===== src/rtl/wb_mux_n.sv =====
// N-port Wishbone address-decoding multiplexer with a registered decode stage,
// per-access timeout / decode-error responses and sticky error capture.
module wb_mux_n #(
  parameter int DATA_WIDTH     = 32,
  parameter int ADDR_WIDTH     = 32,
  parameter int SELECT_WIDTH   = DATA_WIDTH / 8,
  parameter int NUM_SLAVES     = 4,
  parameter int TIMEOUT_CYCLES = 255,
  parameter int TMR_W          = 8
) (
  input  logic                             clk,
  input  logic                             rst_n,
  input  logic [ADDR_WIDTH-1:0]            wb_master_adr_i,
  input  logic [DATA_WIDTH-1:0]            wb_master_dat_i,
  input  logic                             wb_master_we_i,
  input  logic [SELECT_WIDTH-1:0]          wb_master_sel_i,
  input  logic                             wb_master_stb_i,
  input  logic                             wb_master_cyc_i,
  output logic [DATA_WIDTH-1:0]            wb_master_dat_o,
  output logic                             wb_master_ack_o,
  output logic                             wb_master_err_o,
  output logic                             wb_master_rty_o,
  output logic [NUM_SLAVES*ADDR_WIDTH-1:0] wb_slave_adr_o,
  output logic [NUM_SLAVES*DATA_WIDTH-1:0] wb_slave_dat_o,
  output logic [NUM_SLAVES-1:0]            wb_slave_we_o,
  output logic [NUM_SLAVES*SELECT_WIDTH-1:0] wb_slave_sel_o,
  output logic [NUM_SLAVES-1:0]            wb_slave_stb_o,
  output logic [NUM_SLAVES-1:0]            wb_slave_cyc_o,
  input  logic [NUM_SLAVES*DATA_WIDTH-1:0] wb_slave_dat_i,
  input  logic [NUM_SLAVES-1:0]            wb_slave_ack_i,
  input  logic [NUM_SLAVES-1:0]            wb_slave_err_i,
  input  logic [NUM_SLAVES-1:0]            wb_slave_rty_i,
  input  logic [NUM_SLAVES*ADDR_WIDTH-1:0] wbs_addr,
  input  logic [NUM_SLAVES*ADDR_WIDTH-1:0] wbs_addr_msk,
  output logic                             err_valid,
  output logic [ADDR_WIDTH-1:0]            err_addr,
  output logic [1:0]                       err_cause,
  input  logic                             err_clear
);

  localparam int SEL_W = (NUM_SLAVES > 1) ? $clog2(NUM_SLAVES) : 1;

  localparam logic [1:0] IDLE   = 2'd0;
  localparam logic [1:0] ACTIVE = 2'd1;
  localparam logic [1:0] DECERR = 2'd2;
  localparam logic [1:0] TOERR  = 2'd3;

  logic [1:0]            state_reg, state_next;
  logic [SEL_W-1:0]      sel_reg, sel_next;
  logic [TMR_W-1:0]      timer_reg, timer_next;
  logic                  err_valid_reg;
  logic [ADDR_WIDTH-1:0] err_addr_reg;
  logic [1:0]            err_cause_reg;

  logic [NUM_SLAVES-1:0] match;
  logic [NUM_SLAVES-1:0] is_sel;
  logic [SEL_W-1:0]      winner;
  logic                  any_match;
  logic                  req;
  logic                  in_err_state;
  logic                  sl_ack, sl_err, sl_rty;
  logic [DATA_WIDTH-1:0] sl_dat;
  logic                  term;
  logic                  timeout_hit;
  logic                  capture;

  assign req          = wb_master_cyc_i & wb_master_stb_i;
  assign any_match    = |match;
  assign in_err_state = rst_n && ((state_reg == DECERR) || (state_reg == TOERR));

  // Per-slave decode, broadcast and control gating; only the locked slave sees cyc/stb/we.
  genvar gi;
  generate
    for (gi = 0; gi < NUM_SLAVES; gi++) begin : g_slave
      assign match[gi] = ~|((wb_master_adr_i ^ wbs_addr[gi*ADDR_WIDTH +: ADDR_WIDTH])
                            & wbs_addr_msk[gi*ADDR_WIDTH +: ADDR_WIDTH]);
      assign is_sel[gi] = rst_n && (state_reg == ACTIVE) && (sel_reg == SEL_W'(gi));
      assign wb_slave_adr_o[gi*ADDR_WIDTH +: ADDR_WIDTH]     = wb_master_adr_i;
      assign wb_slave_dat_o[gi*DATA_WIDTH +: DATA_WIDTH]     = wb_master_dat_i;
      assign wb_slave_sel_o[gi*SELECT_WIDTH +: SELECT_WIDTH] = wb_master_sel_i;
      assign wb_slave_cyc_o[gi] = is_sel[gi] & wb_master_cyc_i;
      assign wb_slave_stb_o[gi] = is_sel[gi] & wb_master_stb_i;
      assign wb_slave_we_o[gi]  = is_sel[gi] & wb_master_we_i;
    end
  endgenerate

  generate
    if (TIMEOUT_CYCLES != 0) begin : g_timeout
      assign timeout_hit = (timer_reg == TMR_W'(TIMEOUT_CYCLES - 1));
    end else begin : g_no_timeout
      assign timeout_hit = 1'b0;
    end
  endgenerate

  // Descending scan so the lowest matching index is the final assignment.
  always_comb begin
    winner = '0;
    for (int k = NUM_SLAVES - 1; k >= 0; k--) begin
      if (match[k]) winner = SEL_W'(k);
    end
  end

  always_comb begin
    sl_ack = 1'b0;
    sl_err = 1'b0;
    sl_rty = 1'b0;
    sl_dat = '0;
    for (int k = 0; k < NUM_SLAVES; k++) begin
      if (is_sel[k]) begin
        sl_ack = wb_slave_ack_i[k];
        sl_err = wb_slave_err_i[k];
        sl_rty = wb_slave_rty_i[k];
        sl_dat = wb_slave_dat_i[k*DATA_WIDTH +: DATA_WIDTH];
      end
    end
  end

  assign term            = req & (sl_ack | sl_err | sl_rty);
  assign wb_master_ack_o = req & sl_ack;
  assign wb_master_err_o = req & (sl_err | in_err_state);
  assign wb_master_rty_o = req & sl_rty;
  assign wb_master_dat_o = req ? sl_dat : '0;

  always_comb begin
    state_next = state_reg;
    sel_next   = sel_reg;
    timer_next = timer_reg;
    case (state_reg)
      IDLE: begin
        if (req) begin
          if (any_match) begin
            state_next = ACTIVE;
            sel_next   = winner;
            timer_next = '0;
          end else begin
            state_next = DECERR;
          end
        end
      end
      ACTIVE: begin
        if (!wb_master_cyc_i)  state_next = IDLE;
        else if (term)         state_next = IDLE;
        else if (timeout_hit)  state_next = TOERR;
        else if (timer_reg != {TMR_W{1'b1}}) timer_next = timer_reg + 1'b1;
      end
      default: state_next = IDLE;
    endcase
  end

  assign capture = !err_valid_reg && (state_reg != state_next) &&
                   ((state_next == DECERR) || (state_next == TOERR));

  always_ff @(posedge clk) begin
    if (!rst_n) begin
      state_reg     <= IDLE;
      sel_reg       <= '0;
      timer_reg     <= '0;
      err_valid_reg <= 1'b0;
      err_addr_reg  <= '0;
      err_cause_reg <= 2'b00;
    end else begin
      state_reg <= state_next;
      sel_reg   <= sel_next;
      timer_reg <= timer_next;
      if (err_clear) begin
        err_valid_reg <= 1'b0;
        err_addr_reg  <= '0;
        err_cause_reg <= 2'b00;
      end else if (capture) begin
        err_valid_reg <= 1'b1;
        err_addr_reg  <= wb_master_adr_i;
        err_cause_reg <= (state_next == DECERR) ? 2'b01 : 2'b10;
      end
    end
  end

  assign err_valid = err_valid_reg;
  assign err_addr  = err_addr_reg;
  assign err_cause = err_cause_reg;

endmodule


===== config.mk =====
export PLATFORM = sky130hd
export DESIGN_NAME = wb_mux_n
export DESIGN_NICKNAME = d
export VERILOG_FILES = /design/src/rtl/wb_mux_n.sv
export SDC_FILE = /design/constraint.sdc
export NUM_CORES = 1
export LEC_CHECK = 0
export ABC_CLOCK_PERIOD_IN_PS = 4600
export CORE_AREA = 2 2 319 321
export CTS_CLUSTER_SIZE = 20
export DETAILED_ROUTE_END_ITERATION = 6
export DIE_AREA = 0 0 321 323
export GPL_TIMING_DRIVEN = 0
export PLACE_DENSITY = 0.37
export RECOVER_POWER = 100
export SYNTH_ARGS = -nofsm -noshare
export SYNTH_HDL_FRONTEND = slang
export SYNTH_SLANG_ARGS = --single-unit

===== constraint.sdc =====
create_clock -name clk -period 4.6 [get_ports clk]
set_clock_uncertainty 0.2 [all_clocks]
set_input_delay 0.69 -clock clk [delete_from_list [all_inputs] [get_ports clk]]
set_output_delay 0.69 -clock clk [all_outputs]
set_load 0.01 [all_outputs]

### Routing congestion

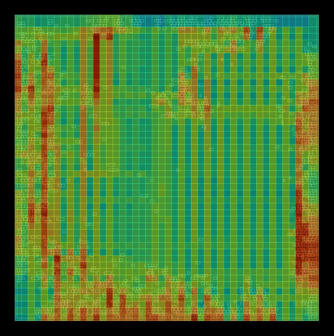
wire per inst: 21.4 um
gr busiest metal: met2

### Clock distribution

Drawn at 1 px/um.
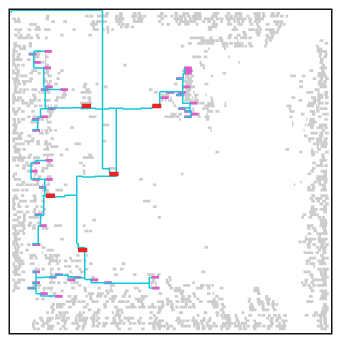
[red] cells driving clock nets | count: 5
[cyan] clock wires | length: 1,280 um
[magenta] flip-flops | count: 47
routed clock nets	6

### Sequential cells coloured by netlist name

Drawn at 1.5 px/um.
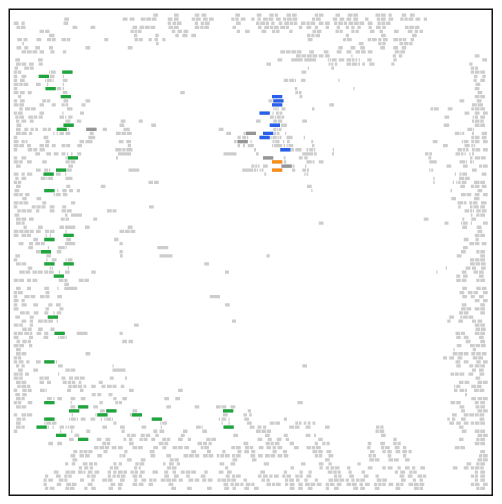
colour	netlist name	placed flops
green	err_addr	32
blue	timer_reg	8
orange	sel_reg	2
not coloured	5

-- kinds of logic (layout without fill, tap and decap cells) --
group                      Yosys count  count (layout)  share of synthesized area (%)
buffers and inverters              341            1103                           34.5
and+or+nand+nor                    181             181                           13.2
xor gates and xnor gates           135             135                           15.9
AOI/OAI and AO/OA                  113             113                           11.6
muxes                               84              84                           11.9
DFF                                 47              47                           12.6
adders and majority gates            2               2                          0.336
other                                0               6                              0
-- path summary, 6_finish.rpt --
path / from / end
worst max-delay path: rst_n / wb_master_dat_o[31]
worst min-delay path: err_addr[6]$_SDFFE_PP0P_ / err_addr[6]$_SDFFE_PP0P_
worst max register to register: sel_reg[0]$_SDFFE_PN0P_ / err_addr[7]$_SDFFE_PP0P_
worst min register to register: err_addr[6]$_SDFFE_PP0P_ / err_addr[6]$_SDFFE_PP0P_
-- critical path, delay by kind of cell --
family / cells / cell delay (ns)
buf+inv: 4 / 1.66
compound gates: 1 / 0.87
simple gates: 2 / 0.38
-- cell usage in the layout, fill, tap and decap left out, types with 5 or more instances in the layout --
master           netlist  final
a22oi_1               63     63
nand2_1               70     70
dlygate4sd3_1          3    344
and2_1                 9      5
xor2_1               134    134
buf_6                 14     14
clkbuf_16              0      5
nor2_1                30     30
mux2_2                15     15
nor4_4                 5      5
clkdlybuf4s50_1        0    413
nand4_1               19     19
o21ai_0                4      5
o22ai_1               16     16
dfxtp_1               47     47
buf_2                 13     12
mux2i_1               67     67
clkbuf_1              11     13
inv_1                  7      7
nor3_1                18     18
diode_2                0      6
and3_1                 7      7
a221oi_1              18     18
buf_4                283    283
-- metal layers --
metal	share of wire, %	up-vias	track usage, %
met5	0.13	-	0
met4	2.9	14	3.57
met3	8.7	61	4.11
met2	53	495	22.3
met1	35	4211	11.4
li1	-	4330	-
==> results.sh <==
# physical design summary
export IMPL_fill_cells=11300
export IMPL_arrival_ns=3.61
export IMPL_topCellsByArea="buf_4, xor2_1, dfxtp_1"
export IMPL_antenna_found_initial=19
export IMPL_cts_buffers=5
export IMPL_fin_area_um2=16800
export IMPL_clk_share_pct=0.842
export IMPL_seq_cell_share_pct=5.60
export IMPL_status="complete, no violations"
export IMPL_finalClockPeriodUsage_pct=97.8
export IMPL_overflow=0
export IMPL_cts_resized_gates=1
export IMPL_drc=0
export IMPL_routed_wl_um=63900
export IMPL_critPathKind="input pin to primary output"
export IMPL_grt_first_pass_wirelength_um=80300
export IMPL_yosys_top_cells_count="buf_4, xor2_1, nand2_1"
export IMPL_hp_class="register to register"
export IMPL_p_int_mw=1.36
export IMPL_postCtsSetupBuffers=0
export IMPL_cts_sinks=47
export IMPL_place_congestion=0.798
export IMPL_max_cap_violations=0
export IMPL_buffers_excl_clock=1088
export IMPL_utilization_pct=16.7
export IMPL_rrSetupSlack_ns=1.03
export IMPL_crit_top_cell="clkdlybuf4s50_1"
export IMPL_netlist_area_um2=7450
export IMPL_drt_pass1_iterations=5
export IMPL_fin_nets=2136
export IMPL_edf_count=0
export IMPL_start_kind="input pin"
export IMPL_dieArea_um2=104000
export IMPL_pin_count=824
export IMPL_antenna_cells=6
export IMPL_syn_nets=1375
export IMPL_seq_cell_count=47
export IMPL_rsz0062_at_grt="no"
export IMPL_place_area_um2=16600
export IMPL_maxSlewViolCount=0
export IMPL_inverters=7
export IMPL_drt_iter0_markers=270
export IMPL_grt_util_all_layers_pct=11.5
export IMPL_ir_worst_vdd_v=0.000112
export IMPL_logic_gates=515
export IMPL_fmaxAchievable_ghz=0.222
export IMPL_crit_path_top_delay_cell="a221oi_1"
export IMPL_power_leakage_nw=6.86
export IMPL_dp_cells=2967
export IMPL_p_per_area_nw_per_um2=121
export IMPL_vias=9111
export IMPL_rr_worst_depth=8
export IMPL_setup_ws_ns=0.101
export IMPL_p_seq_mw=0.419
export IMPL_hold_depth=2
export IMPL_power_clock_mw=0.396
export IMPL_yosys_warnings=0
export IMPL_drive_gt1_share_pct=21.5
export IMPL_place_ws_ns=-0.121
export IMPL_warning_count=27
export IMPL_grt_max_degree=20
export IMPL_finalHoldViolCount=0
export IMPL_via_per_inst=3.06
export IMPL_synth_dominant_cell_count="buf_4"
export IMPL_tritoncts="built"
export IMPL_ys_seq_share_pct=12.6
export IMPL_max_stage_delay_ns=0.87
export IMPL_flop_cell="dfxtp_1"
export IMPL_synthToLayoutAreaGrowth_pct=125
export IMPL_fin_setup_tns_ns=0
export IMPL_num_rows=117
export IMPL_yosysChipArea_um2=7450
export IMPL_maxPowerGroup="combinational logic"
export IMPL_comb_power_share_pct=59.7
export IMPL_clkPwrFrac_pct=19.6
export IMPL_clock_path_buffers=2
export IMPL_final_setup_viol_count=0
export IMPL_fp_util_pct=7.40
export IMPL_post_route_min_period_ns=4.50
export IMPL_largest_area_cell="buf_4"
export IMPL_portBuffers=755
export IMPL_largest_class="non-clock buffers"
export IMPL_final_clkbuf_count=6
export IMPL_p_switching_mw=0.662
export IMPL_top_cell_area_share_pct=28.5
export IMPL_final_antenna_net_count=0
export IMPL_cts_root_buf="clkbuf_16"
export IMPL_crit_required_ns=3.71
export IMPL_holdWs_ns=0.264
export IMPL_switching_share_pct=32.7
export IMPL_cp_cell_sequence="clkdlybuf4s50_1, buf_2, nand3b_2, nor2_1, clkbuf_1, a221oi_1, clkdlybuf4s50_1"
export IMPL_cp_max_fo=10
export IMPL_logic_area_um2=3930
